===== src/rtl/ieee754_to_int_pkg.sv =====
// Shared format constants, state/class encodings and operand classification
// for the float-to-integer converter.
package ieee754_to_int_pkg;

  localparam int unsigned DATA_W  = 32;
  localparam int unsigned EXP_W   = 8;
  localparam int unsigned INT_W   = 32;
  localparam int unsigned FRAC_W  = 0;

  localparam int unsigned F_W     = DATA_W - EXP_W - 1;
  localparam int unsigned MAN_W   = DATA_W - EXP_W;
  localparam int unsigned BIAS    = (1 << (EXP_W - 1)) - 1;
  localparam int unsigned EXP_INF = (1 << EXP_W) - 1;
  localparam int unsigned MAG_W   = INT_W + 1;
  localparam int unsigned K_W     = $clog2(INT_W + MAN_W + 2);

  typedef enum logic [1:0] {
    ST_IDLE,
    ST_DECODE,
    ST_SHIFT,
    ST_ROUND
  } state_t;

  typedef enum logic [1:0] {
    CLS_NUM,
    CLS_NAN,
    CLS_INF,
    CLS_ZERO
  } cls_t;

  // Classify the unsigned part (exponent + fraction) of a packed float.
  function automatic cls_t classify(input logic [DATA_W-2:0] body);
    logic [EXP_W-1:0] exp_f;
    logic [F_W-1:0]   frac_f;
    exp_f  = body[DATA_W-2:F_W];
    frac_f = body[F_W-1:0];
    if (exp_f == EXP_W'(EXP_INF))
      return (frac_f != '0) ? CLS_NAN : CLS_INF;
    else if (exp_f == '0 && frac_f == '0)
      return CLS_ZERO;
    else
      return CLS_NUM;
  endfunction

endpackage


===== src/rtl/ieee754_to_int_if.sv =====
// Start/done pulse handshake plus operand and result bus of the converter.
interface ieee754_to_int_if;
  import ieee754_to_int_pkg::*;

  logic              start;
  logic [DATA_W-1:0] op;
  logic              busy;
  logic              done;
  logic [INT_W-1:0]  res;
  logic              overflow;
  logic              invalid;

  modport master (
    output start, op,
    input  busy, done, res, overflow, invalid
  );

  modport slave (
    input  start, op,
    output busy, done, res, overflow, invalid
  );

endinterface


===== src/rtl/ieee754_to_int_round.sv =====
// Combinational round-to-nearest-even, saturation and sign application.
module ieee754_to_int_round
  import ieee754_to_int_pkg::*;
(
  input  logic             sign,
  input  logic [MAG_W-1:0] mag,
  input  logic             guard,
  input  logic             sticky,
  input  logic             force_nan,
  input  logic             force_ovf,
  input  logic             force_zero,
  output logic [INT_W-1:0] res,
  output logic             overflow,
  output logic             invalid
);

  localparam logic [INT_W-1:0] SAT_POS = {1'b0, {(INT_W-1){1'b1}}};
  localparam logic [INT_W-1:0] SAT_NEG = {1'b1, {(INT_W-1){1'b0}}};
  localparam logic [MAG_W:0]   LIM_POS = (MAG_W+1)'(SAT_POS);
  localparam logic [MAG_W:0]   LIM_NEG = (MAG_W+1)'(SAT_NEG);

  logic           inc;
  logic [MAG_W:0] rounded;
  logic [MAG_W:0] neg_rounded;

  // Round the magnitude, then pick forced, saturated or signed result.
  always_comb begin
    res         = '0;
    overflow    = 1'b0;
    invalid     = 1'b0;
    inc         = guard & (sticky | mag[0]);
    rounded     = (MAG_W+1)'(mag) + (MAG_W+1)'(inc);
    neg_rounded = -rounded;
    if (force_nan) begin
      res     = SAT_POS;
      invalid = 1'b1;
    end else if (force_ovf) begin
      res      = sign ? SAT_NEG : SAT_POS;
      overflow = 1'b1;
    end else if (force_zero) begin
      res = '0;
    end else if (!sign && rounded > LIM_POS) begin
      res      = SAT_POS;
      overflow = 1'b1;
    end else if (sign && rounded > LIM_NEG) begin
      res      = SAT_NEG;
      overflow = 1'b1;
    end else begin
      res = sign ? neg_rounded[INT_W-1:0] : rounded[INT_W-1:0];
    end
  end

endmodule


===== src/rtl/ieee754_to_int.sv =====
// Multi-cycle IEEE-754 float to signed fixed-point converter, one shift
// step per cycle, start/done pulse handshake.
module ieee754_to_int
  import ieee754_to_int_pkg::*;
(
  input  logic               clk,
  input  logic               rst,
  ieee754_to_int_if.slave    bus
);

  state_t            state;
  logic [DATA_W-1:0] op_q;
  logic              sign_q;
  logic [MAG_W-1:0]  mag_q;
  logic              guard_q;
  logic              sticky_q;
  logic              left_q;
  logic [K_W-1:0]    k_q;
  logic              f_nan_q;
  logic              f_ovf_q;
  logic              f_zero_q;
  logic              busy_q;
  logic              done_q;
  logic [INT_W-1:0]  res_q;
  logic              ovf_q;
  logic              inv_q;

  logic [EXP_W-1:0]  exp_c;
  logic [EXP_W-1:0]  eff_c;
  logic [MAN_W-1:0]  man_c;
  logic signed [31:0] sh_c;
  logic signed [31:0] nsh_c;
  logic [K_W-1:0]    k_c;
  logic              early_ovf_c;
  cls_t              cls_c;

  logic [INT_W-1:0]  rnd_res;
  logic              rnd_ovf;
  logic              rnd_inv;

  // Decode the latched operand into class, mantissa and shift amount.
  always_comb begin
    exp_c       = op_q[DATA_W-2:F_W];
    eff_c       = (exp_c == '0) ? EXP_W'(1) : exp_c;
    man_c       = {exp_c != '0, op_q[F_W-1:0]};
    cls_c       = classify(op_q[DATA_W-2:0]);
    sh_c        = $signed(32'(eff_c)) - $signed(32'(BIAS + MAN_W - 1))
                + $signed(32'(FRAC_W));
    nsh_c       = -sh_c;
    early_ovf_c = sh_c > $signed(32'(INT_W - MAN_W));
    k_c         = '0;
    if (!sh_c[31])
      k_c = K_W'(sh_c);
    else if (nsh_c > $signed(32'(MAN_W + 1)))
      k_c = K_W'(MAN_W + 1);
    else
      k_c = K_W'(nsh_c);
  end

  ieee754_to_int_round u_round (
    .sign       (sign_q),
    .mag        (mag_q),
    .guard      (guard_q),
    .sticky     (sticky_q),
    .force_nan  (f_nan_q),
    .force_ovf  (f_ovf_q),
    .force_zero (f_zero_q),
    .res        (rnd_res),
    .overflow   (rnd_ovf),
    .invalid    (rnd_inv)
  );

  // Control FSM with shift datapath and registered outputs.
  always_ff @(posedge clk) begin
    if (rst) begin
      state    <= ST_IDLE;
      op_q     <= '0;
      sign_q   <= 1'b0;
      mag_q    <= '0;
      guard_q  <= 1'b0;
      sticky_q <= 1'b0;
      left_q   <= 1'b0;
      k_q      <= '0;
      f_nan_q  <= 1'b0;
      f_ovf_q  <= 1'b0;
      f_zero_q <= 1'b0;
      busy_q   <= 1'b0;
      done_q   <= 1'b0;
      res_q    <= '0;
      ovf_q    <= 1'b0;
      inv_q    <= 1'b0;
    end else begin
      done_q <= 1'b0;
      case (state)
        ST_IDLE: begin
          if (bus.start) begin
            op_q   <= bus.op;
            busy_q <= 1'b1;
            state  <= ST_DECODE;
          end
        end
        ST_DECODE: begin
          sign_q   <= op_q[DATA_W-1];
          guard_q  <= 1'b0;
          sticky_q <= 1'b0;
          mag_q    <= '0;
          left_q   <= 1'b0;
          k_q      <= '0;
          f_nan_q  <= 1'b0;
          f_ovf_q  <= 1'b0;
          f_zero_q <= 1'b0;
          state    <= ST_ROUND;
          case (cls_c)
            CLS_NAN:  f_nan_q  <= 1'b1;
            CLS_INF:  f_ovf_q  <= 1'b1;
            CLS_ZERO: f_zero_q <= 1'b1;
            default: begin
              if (early_ovf_c) begin
                f_ovf_q <= 1'b1;
              end else begin
                mag_q  <= MAG_W'(man_c);
                left_q <= ~sh_c[31];
                k_q    <= k_c;
                if (k_c != '0)
                  state <= ST_SHIFT;
              end
            end
          endcase
        end
        ST_SHIFT: begin
          // Right shifts feed the guard bit; the old guard folds into sticky.
          if (left_q) begin
            mag_q <= mag_q << 1;
          end else begin
            mag_q    <= mag_q >> 1;
            guard_q  <= mag_q[0];
            sticky_q <= sticky_q | guard_q;
          end
          k_q <= k_q - K_W'(1);
          if (k_q == K_W'(1))
            state <= ST_ROUND;
        end
        ST_ROUND: begin
          res_q  <= rnd_res;
          ovf_q  <= rnd_ovf;
          inv_q  <= rnd_inv;
          done_q <= 1'b1;
          busy_q <= 1'b0;
          state  <= ST_IDLE;
        end
        default: state <= ST_IDLE;
      endcase
    end
  end

  assign bus.busy     = busy_q;
  assign bus.done     = done_q;
  assign bus.res      = res_q;
  assign bus.overflow = ovf_q;
  assign bus.invalid  = inv_q;

endmodule


===== src/flat_wrapper.sv =====
// flat-port wrapper written by rule: the top's interface ports become plain ports
module ieee754_to_int_flat import ieee754_to_int_pkg::*;
  (clk, rst, bus_start, bus_op, bus_busy, bus_done, bus_res, bus_overflow, bus_invalid);
  ieee754_to_int_if bus_i ();
  input  logic clk;
  input  logic rst;
  input wire logic [$bits(bus_i.start)-1:0] bus_start;
  input wire logic [$bits(bus_i.op)-1:0] bus_op;
  output wire logic [$bits(bus_i.busy)-1:0] bus_busy;
  output wire logic [$bits(bus_i.done)-1:0] bus_done;
  output wire logic [$bits(bus_i.res)-1:0] bus_res;
  output wire logic [$bits(bus_i.overflow)-1:0] bus_overflow;
  output wire logic [$bits(bus_i.invalid)-1:0] bus_invalid;
  assign bus_i.start = bus_start;
  assign bus_i.op = bus_op;
  assign bus_busy = bus_i.busy;
  assign bus_done = bus_i.done;
  assign bus_res = bus_i.res;
  assign bus_overflow = bus_i.overflow;
  assign bus_invalid = bus_i.invalid;
  ieee754_to_int u_core (.clk(clk), .rst(rst), .bus(bus_i));
endmodule

===== config.mk =====
export PLATFORM = sky130hd
export DESIGN_NAME = ieee754_to_int_flat
export DESIGN_NICKNAME = d
export VERILOG_FILES = /design/src/rtl/ieee754_to_int_pkg.sv /design/src/rtl/ieee754_to_int_if.sv /design/src/rtl/ieee754_to_int_round.sv /design/src/rtl/ieee754_to_int.sv /design/src/flat_wrapper.sv
export SDC_FILE = /design/constraint.sdc
export NUM_CORES = 1
export LEC_CHECK = 0
export CORE_ASPECT_RATIO = 1.25
export CORE_MARGIN = 4
export CORE_UTILIZATION = 39
export CTS_BUF_LIST = sky130_fd_sc_hd__clkbuf_16
export DETAILED_ROUTE_END_ITERATION = 12
export PLACE_DENSITY = 0.59
export SLEW_MARGIN = 20
export SYNTH_ARGS = -nofsm -noshare
export SYNTH_HDL_FRONTEND = slang
export SYNTH_SLANG_ARGS = --single-unit

===== constraint.sdc =====
create_clock -name clk -period 9.2 [get_ports clk]
set_input_delay 1.84 -clock clk [delete_from_list [all_inputs] [get_ports clk]]
set_output_delay 1.84 -clock clk [all_outputs]
set_load 0.01 [all_outputs]

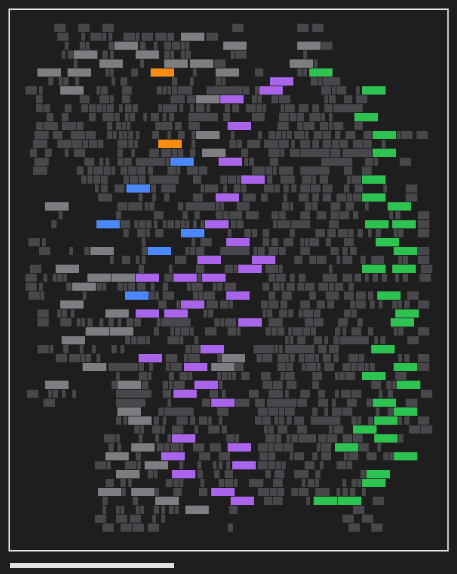
**Above:** register map, names as in the netlist.
The bar under the picture is 50 um long. Other sequential cells in the stronger gray, the rest of the logic in the fainter gray.
legend:
  u_core.k_q:
    color: blue
    placed_flops: 6
  u_core.mag_q:
    color: purple
    placed_flops: 33
    where: a column down the middle
  u_core.bus.res:
    color: green
    placed_flops: 32
    where: a column on the right
  u_core.state:
    color: orange
    placed_flops: 2
not colored: 43

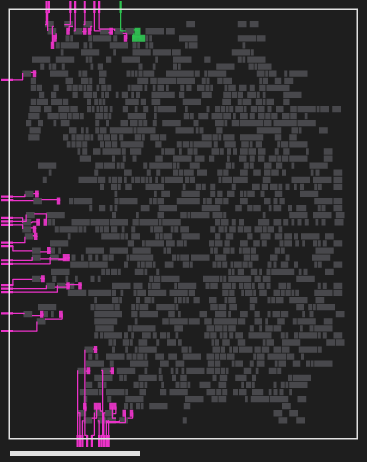
**Above:** nets reached from selected ports.
The bar under the picture is 50 um long.
legend:
  bus_op:
    color: magenta
    bits: 32
    direction: input
    edge: 15 left, 10 bottom, 7 top
    end_cells: 32
    buffers: 32
    wire: 496 um
  bus_start:
    color: green
    bits: 1
    direction: input
    edge: top
    end_cells: 3
    buffers: 1
    wire: 16.7 um

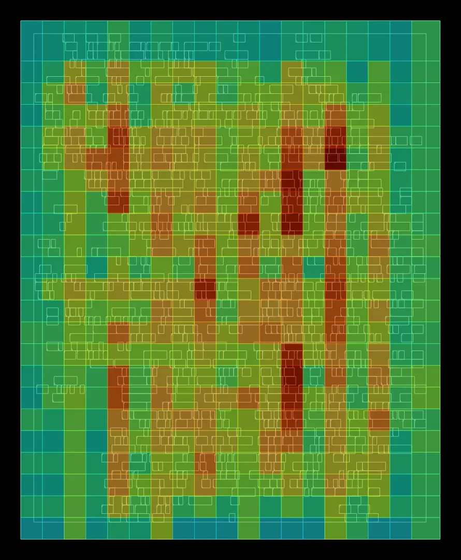
**Above:** congestion heat map.
global-route usage over all layers: 17.57%
met2 routing resource usage after global routing: 29.76%
final core occ: 46.21%
drt wl/cell: 14.66 um

==> Table 3: Implementation characteristics <==
Physical implementation characteristics

Parameter                              Value

Layout
  Count of flip-flops and latches    around 120
  Area added between synthesis and finish    16.77%
  Number of antenna diodes    0
  Total non-filler cell area in the finished layout    roughly 8900 um2
  Layout Cells excl Fill    about 1300
  Most common library cell in the layout ignoring fill and taps    sky130_fd_sc_hd__nor2_1
  Number of filler instances in the final layout    just under 2000

Synthesis
  XOR Share, Synth    7.770%
  Dominant non-sequential cell family after synthesis    simple AND/OR/NAND/NOR gates
  Post-synthesis average cell area    7.543 um2
  Yosys Warn Count    0
  Area reported by Yosys stat    approximately 7600 um2
  Cell count after synthesis    approximately 1000
  Commonest cells post-synth    sky130_fd_sc_hd__nor2_1, sky130_fd_sc_hd__dfxtp_1, sky130_fd_sc_hd__nand2_1

Critical path
  Arrival time of data at the critical path endpoint    4.75 ns
  Crit. End Element    flop
  Endpoint of the most critical register-to-register path    u_core.bus.res[29]$_SDFFE_PP0P_
  Data required time of the worst path    approximately 9.5 ns
  Setup CP Type    flop to flop

Status
  Outcome    finished, final reports clean

Final timing
  Largest clock skew in the final design    approximately 0.011 ns
  Final hold vios    0

Floorplan
  Floorplan row count    around 57
  Width of the chip    between 100 and 150 um
  Fp_density    between 30% and 40%

Power and ir drop
  Sequential cell fraction of total power    around a third

Global routing
  Number of global-route vias before repair    6496
  Largest net degree at the start of global routing    about 74

CTS
  Number of buffers on the longest clock path    2

Placement
  Buffers added on ports    70
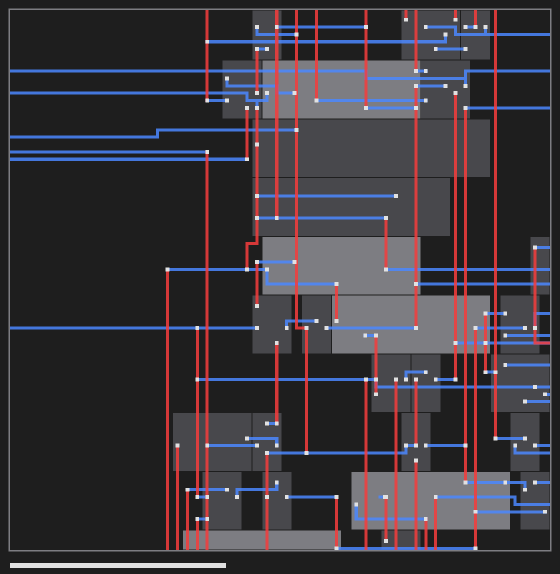
**Above:** layout detail.
The bar under the picture is 10 um long. Region (21, 29) to (46, 54) um. Cells in gray, sequential cells in the stronger gray; small squares are vias.
legend:
  metal 1:
    color: blue
  metal 2:
    color: red
netlist names of flops here include: u_core.op_q (4)
most frequent: nand2_1 (7), a21oi_1 (5), dfxtp_1 (4)
cells with their middle in the window: 24
sequential cells in the window: 4

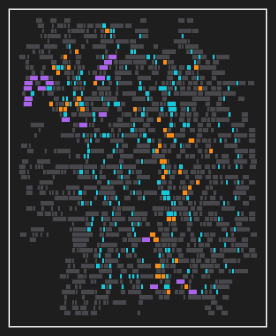
**Above:** gate families picked out.
legend:
  nor cells:
    color: cyan
    cells: 193
    most_used: nor2_1
  and/or cells:
    color: orange
    cells: 42
    most_used: and3_1
  fa/ha/maj cells:
    color: purple
    cells: 19
    most_used: ha_1

Power figures rest on the tool's default switching activity, not on a simulated workload.
